**config.mk**
```make
export PLATFORM = sky130hd
export DESIGN_NAME = rob_mc
export DESIGN_NICKNAME = d
export VERILOG_FILES = /design/src/rtl/rob_mc_pkg.sv /design/src/rtl/rob_wb_merge.sv /design/src/rtl/rob_mc.sv
export SDC_FILE = /design/constraint.sdc
export NUM_CORES = 2
export LEC_CHECK = 0
export CELL_PAD_IN_SITES_DETAIL_PLACEMENT = 0
export CELL_PAD_IN_SITES_GLOBAL_PLACEMENT = 1
export CORE_MARGIN = 3
export CORE_UTILIZATION = 45
export CTS_CLUSTER_DIAMETER = 120
export DETAILED_ROUTE_END_ITERATION = 10
export HOLD_SLACK_MARGIN = 0.02
export PLACE_DENSITY = 0.82
export RECOVER_POWER = 25
export SLEW_MARGIN = 5
export SYNTH_ARGS = -nofsm -noshare
export SYNTH_HDL_FRONTEND = slang
export SYNTH_SLANG_ARGS = --single-unit
```
**constraint.sdc**
```tcl
create_clock -name clk_in -period 5.3 [get_ports clk_in]
set_clock_uncertainty 0.15 [all_clocks]
set_input_delay 1.06 -clock clk_in [delete_from_list [all_inputs] [get_ports clk_in]]
set_output_delay 1.06 -clock clk_in [all_outputs]
set_load 0.02 [all_outputs]
```
**src/rtl/rob_mc_pkg.sv**
```systemverilog
// rob_mc_pkg: shared type codes, entry-state encoding and default sizes for the reorder buffer.
package rob_mc_pkg;
  localparam int ROB_DEPTH_DEF = 16;
  localparam int WB_PORTS_DEF = 2;
  typedef enum logic [2:0] {T_NT = 3'd0, T_R, T_I, T_S, T_B, T_U, T_J} rob_type_e;
  typedef enum logic [1:0] {ST_EMPTY = 2'd0, ST_ISSUED, ST_DONE} rob_state_e;
endpackage

```
**src/rtl/rob_wb_merge.sv**
```systemverilog
// rob_wb_merge: priority merge of writeback channels into per-entry write enables and data.
module rob_wb_merge #(
  parameter int DEPTH = 16,
  parameter int W = 4,
  parameter int PORTS = 2
) (
  input  logic [PORTS-1:0]        i_valid,
  input  logic [PORTS*W-1:0]      i_id,
  input  logic [PORTS*32-1:0]     i_value,
  output logic [DEPTH-1:0]        o_we,
  output logic [DEPTH-1:0][31:0]  o_data
);
  // ascending scan: a higher channel overwrites a lower one on the same id
  always_comb begin
    o_we = '0;
    o_data = '0;
    for (int k = 0; k < PORTS; k++)
      if (i_valid[k]) begin
        o_we[i_id[k*W +: W]] = 1'b1;
        o_data[i_id[k*W +: W]] = i_value[k*32 +: 32];
      end
  end
endmodule

```
**src/rtl/rob_mc.sv**
```systemverilog
// rob_mc: in-order-retire reorder buffer with branch flush, store handshake and JALR tracking.
// Define ROB_WB_BYPASS_EN to let operand search see same-cycle writebacks.
module rob_mc
  import rob_mc_pkg::*;
#(
  parameter int ROB_DEPTH = ROB_DEPTH_DEF,
  parameter int ROB_W = $clog2(ROB_DEPTH),
  parameter int WB_PORTS = WB_PORTS_DEF
) (
  input  logic                     clk_in,
  input  logic                     rst_in,
  input  logic                     rdy_in,
  input  logic                     issue_valid,
  output logic                     issue_ready,
  output logic [ROB_W-1:0]         issue_rob_id,
  input  logic [2:0]               issue_type,
  input  logic                     issue_is_jalr,
  input  logic [4:0]               issue_rd,
  input  logic [31:0]              issue_val,
  input  logic [31:0]              issue_pred_addr,
  input  logic                     issue_done,
  input  logic [WB_PORTS-1:0]      wb_valid,
  input  logic [WB_PORTS*ROB_W-1:0] wb_rob_id,
  input  logic [WB_PORTS*32-1:0]   wb_value,
  output logic                     commit_valid,
  output logic [ROB_W-1:0]         commit_rob_id,
  output logic [4:0]               commit_rd,
  output logic [31:0]              commit_val,
  output logic                     store_commit_valid,
  input  logic                     store_commit_ready,
  output logic                     flush,
  output logic [31:0]              flush_pc,
  output logic                     melt,
  output logic [ROB_W:0]           count,
  input  logic [ROB_W-1:0]         search_id_1,
  input  logic [ROB_W-1:0]         search_id_2,
  output logic                     search_ready_1,
  output logic                     search_ready_2,
  output logic [31:0]              search_val_1,
  output logic [31:0]              search_val_2
);
  localparam logic [ROB_W:0] FULL = (ROB_W+1)'(ROB_DEPTH);
  rob_state_e r_state [ROB_DEPTH];
  logic [2:0]  r_type [ROB_DEPTH];
  logic [4:0]  r_rd [ROB_DEPTH];
  logic [31:0] r_val [ROB_DEPTH];
  logic [31:0] r_pred [ROB_DEPTH];
  logic        r_jalr [ROB_DEPTH];
  logic [ROB_W-1:0] r_head, r_tail, r_commit_rob_id;
  logic [ROB_W:0]   r_count, r_jalr_cnt;
  logic        r_commit_valid, r_flush;
  logic [4:0]  r_commit_rd;
  logic [31:0] r_commit_val, r_flush_pc;
  logic [ROB_DEPTH-1:0]       w_we;
  logic [ROB_DEPTH-1:0][31:0] w_wd;
  logic w_issue, w_retire, w_commit, w_mispredict, w_store_head, w_jinc, w_jdec, w_live;
  rob_state_e w_head_state;
  logic [2:0] w_head_type;
  rob_wb_merge #(.DEPTH(ROB_DEPTH), .W(ROB_W), .PORTS(WB_PORTS)) u_merge (
    .i_valid(wb_valid), .i_id(wb_rob_id), .i_value(wb_value), .o_we(w_we), .o_data(w_wd)
  );
  assign w_live = rdy_in && !r_flush;
  assign w_head_state = r_state[r_head];
  assign w_head_type = r_type[r_head];
  assign w_store_head = w_head_type == T_S && w_head_state != ST_EMPTY;
  assign issue_ready = r_count != FULL && !r_flush;
  assign w_issue = issue_valid && issue_ready;
  // stores retire on the LSB handshake regardless of writeback state
  assign w_retire = !r_flush && ((w_head_type != T_S && w_head_state == ST_DONE) ||
                    (w_store_head && store_commit_ready));
  assign w_commit = w_retire && w_head_type != T_S && w_head_type != T_B;
  assign w_mispredict = w_retire && w_head_type == T_B && r_val[r_head] != r_pred[r_head];
  assign w_jinc = w_issue && issue_is_jalr;
  assign w_jdec = w_retire && r_jalr[r_head];
  assign store_commit_valid = w_store_head && !r_flush;
  assign issue_rob_id = r_tail;
  assign count = r_count;
  assign melt = r_jalr_cnt == '0;
  assign commit_valid = r_commit_valid;
  assign commit_rob_id = r_commit_rob_id;
  assign commit_rd = r_commit_rd;
  assign commit_val = r_commit_val;
  assign flush = r_flush;
  assign flush_pc = r_flush_pc;
`ifdef ROB_WB_BYPASS_EN
  logic w_byp_1, w_byp_2;
  assign w_byp_1 = w_live && w_we[search_id_1] && r_state[search_id_1] == ST_ISSUED;
  assign w_byp_2 = w_live && w_we[search_id_2] && r_state[search_id_2] == ST_ISSUED;
  assign search_ready_1 = r_state[search_id_1] == ST_DONE || w_byp_1;
  assign search_ready_2 = r_state[search_id_2] == ST_DONE || w_byp_2;
  assign search_val_1 = w_byp_1 ? w_wd[search_id_1] : r_val[search_id_1];
  assign search_val_2 = w_byp_2 ? w_wd[search_id_2] : r_val[search_id_2];
`else
  assign search_ready_1 = r_state[search_id_1] == ST_DONE;
  assign search_ready_2 = r_state[search_id_2] == ST_DONE;
  assign search_val_1 = r_val[search_id_1];
  assign search_val_2 = r_val[search_id_2];
`endif
  // entry payload carries no reset: validity is owned by r_state
  always_ff @(posedge clk_in) begin
    if (w_live) begin
      for (int i = 0; i < ROB_DEPTH; i++)
        if (w_we[i] && r_state[i] == ST_ISSUED) r_val[i] <= w_wd[i];
      if (w_issue) begin
        r_type[r_tail] <= issue_type;
        r_rd[r_tail] <= issue_rd;
        r_val[r_tail] <= issue_val;
        r_pred[r_tail] <= issue_pred_addr;
        r_jalr[r_tail] <= issue_is_jalr;
      end
    end
  end
  always_ff @(posedge clk_in or negedge rst_in) begin
    if (!rst_in) begin
      for (int i = 0; i < ROB_DEPTH; i++) r_state[i] <= ST_EMPTY;
      r_head <= '0;
      r_tail <= '0;
      r_count <= '0;
      r_jalr_cnt <= '0;
      r_commit_valid <= 1'b0;
      r_commit_rob_id <= '0;
      r_commit_rd <= '0;
      r_commit_val <= '0;
      r_flush <= 1'b0;
      r_flush_pc <= '0;
    end else if (rdy_in && r_flush) begin
      for (int i = 0; i < ROB_DEPTH; i++) r_state[i] <= ST_EMPTY;
      r_head <= '0;
      r_tail <= '0;
      r_count <= '0;
      r_jalr_cnt <= '0;
      r_commit_valid <= 1'b0;
      r_commit_rob_id <= '0;
      r_commit_rd <= '0;
      r_commit_val <= '0;
      r_flush <= 1'b0;
      r_flush_pc <= '0;
    end else if (rdy_in) begin
      for (int i = 0; i < ROB_DEPTH; i++)
        if (w_we[i] && r_state[i] == ST_ISSUED) r_state[i] <= ST_DONE;
      if (w_retire) r_state[r_head] <= ST_EMPTY;
      if (w_issue) r_state[r_tail] <= issue_done ? ST_DONE : ST_ISSUED;
      r_head <= w_retire ? r_head + ROB_W'(1) : r_head;
      r_tail <= w_issue ? r_tail + ROB_W'(1) : r_tail;
      r_count <= r_count + (ROB_W+1)'(w_issue) - (ROB_W+1)'(w_retire);
      r_jalr_cnt <= r_jalr_cnt + (ROB_W+1)'(w_jinc) - (ROB_W+1)'(w_jdec);
      r_commit_valid <= w_commit;
      r_commit_rob_id <= w_commit ? r_head : r_commit_rob_id;
      r_commit_rd <= w_commit ? r_rd[r_head] : r_commit_rd;
      r_commit_val <= w_commit ? r_val[r_head] : r_commit_val;
      r_flush <= w_mispredict;
      r_flush_pc <= w_mispredict ? r_val[r_head] : r_flush_pc;
    end
  end
endmodule
```
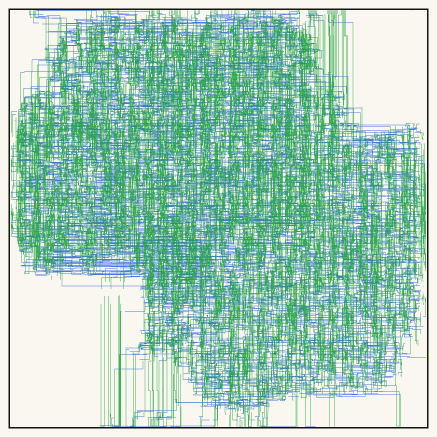
*Signal wires by layer*
Only two layers are drawn.
- green: M2 (wire length 118 mm)
- blue: M1 (wire length 87.1 mm)

==> Flow_metrics.wiki <==
=== Synthesis and place and route ===
{| class="wikitable"
! Metric !! Value
|-
| Run status || finished, violations left
|-
| Failing checks || capacitance limit, slew limit
|-
| Chip height || between 300 and 400 um
|-
| Family of cells with the greatest summed delay on the critical path || multiplexers
|-
| Crit Path Class || reg -> out
|-
| Slowest library cell on the worst path || clkdlybuf4s50_1
|-
| Final worst-path setup slack || 117 ps
|-
| Iter 0 DRT Violations || around 8,600
|-
| # port buffers || 313
|-
| TritonCTS clock tree || yes
|-
| Maximum fanout along the worst path || 16
|-
| Most used standard cells in the synthesized netlist || 1,168 x edfxtp_1, 641 x mux4_2, 531 x nor2_1
|-
| Multiplexer share of the synthesized area || 22.8%
|-
| Tool Warnings || 41
|-
| Final net count || between 5,000 and 6,000
|-
| RSZ-0062 raised after global routing || no
|-
| Switching power || 0.0128 W
|-
| Sequential cell area || 38,200 um^2
|-
| Clock network latency to the later pin of the worst-skew pair || between 800 and 900 ps
|-
| Post-detailed-route count of antenna-violating nets || 0
|-
| Most instantiated library cell after synthesis || edfxtp_1
|-
| Wire length per cell after detailed routing || 37.6 um
|-
| Critical Path Source Type || flip-flop
|-
| Post-synthesis simple-gate area fraction || roughly 5.6%
|-
| Internal power of the cells || between 0.02 and 0.025 W
|-
| Fraction of layout cells with a size suffix above 1 || about 23%
|-
| Number of design rule violations left after detail routing || 0
|-
| Number of cells on the critical path || 5
|-
| Share of power burned in combinational logic || 36.4%
|-
| Cell leakage power || 26.2 nW
|-
| Minimum clock period || 5180 ps
|-
| Logic depth of the worst register-to-register path || 10
|-
| Number of endpoints failing setup at the final stage || 0
|-
| Worst path required time || 4090 ps
|-
| Post-layout instance area || 79,400 um^2
|-
| Synth Area per Inst || between 10 and 15 um^2
|-
| Destination of the critical timing path || store_commit_valid
|-
| Seq/Total Area, Yosys || 55.4%
|-
| Start point of the critical path || r_head[0]
|-
| Total congestion overflow || 0
|-
| Primary flip-flop cell chosen by synthesis mapping || edfxtp_1
|-
| Number of cells on the worst hold path || 2
|-
| Highest achievable clock rate || 193 MHz
|-
| Relative slew margins || -194%
|-
| Number of maximum-capacitance violations || 1
|-
| Final standard cell utilization of the core || a little over half
|-
| Clk pwr || 0.00989 W
|-
| Leading post-synthesis cells by cell area || edfxtp_1 51%, mux4_2 21%, a22oi_1 4.6%
|-
| Final Hold Vio Count || 0
|-
| Power density over the cells || 449 nW/um^2
|-
| Dominant combinational cell family by area after synthesis || multiplexers
|-
| Reg-to-reg endpoint || flush_pc[6]
|-
| Via count of the first global-routing pass || 49,300
|-
| Synthesized netlist cell count || 4,862
|-
| Max-slew violation count || ~67
|}
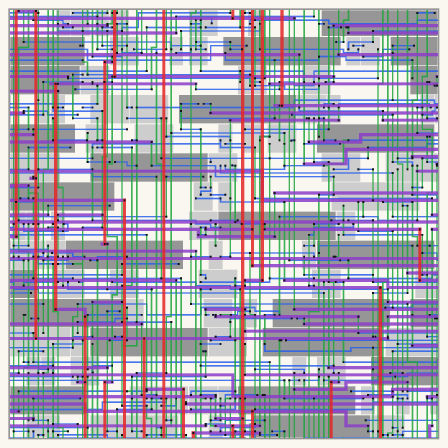
*Close-up of the layout*
Window x 79 to 119, y 278 to 318 um. Cells in gray, sequential cells in the stronger gray; small squares are vias.
- red: M4
- blue: M1
- purple: M3
- green: M2
- sequential cells in the window: 20
- cells with their middle in the window: 89
- netlist names of flops here include: r_val (20)
- most frequent: nor2_1 (20), edfxtp_1 (20), a22oi_1 (12)

[per-layer routing]
layer | GRT usage (%) | routed length [um] | part of all wire, % | up-vias
met5 | 0 | 147 | 0.055 | -
met4 | 19.4 | 18000 | 6.8 | 20
met3 | 13.2 | 42900 | 16 | 1045
met2 | 49.1 | 118000 | 44 | 4782
met1 | 41.5 | 87100 | 33 | 25400
li1 | - | - | - | 19700
[final cells by class]
type	instances	share of cell area [%]
inverter	42	0.209
sequential	1293	48.1
antenna	29	0.0914
tap	2030	3.20
clock inverter	82	1.12
timing repair buffer	506	6.63
multi-input combinational	2934	36.0
clock buffer	175	4.64
[timing repair]
item	in CTS	in global routing
endpoints found under the setup margin	1	1
gates resized	0	1
setup buffers	1	0
hold buffers	0	0
endpoints found under the hold margin	0	0
No activity file was given, so power comes from the tool's default toggle rates.
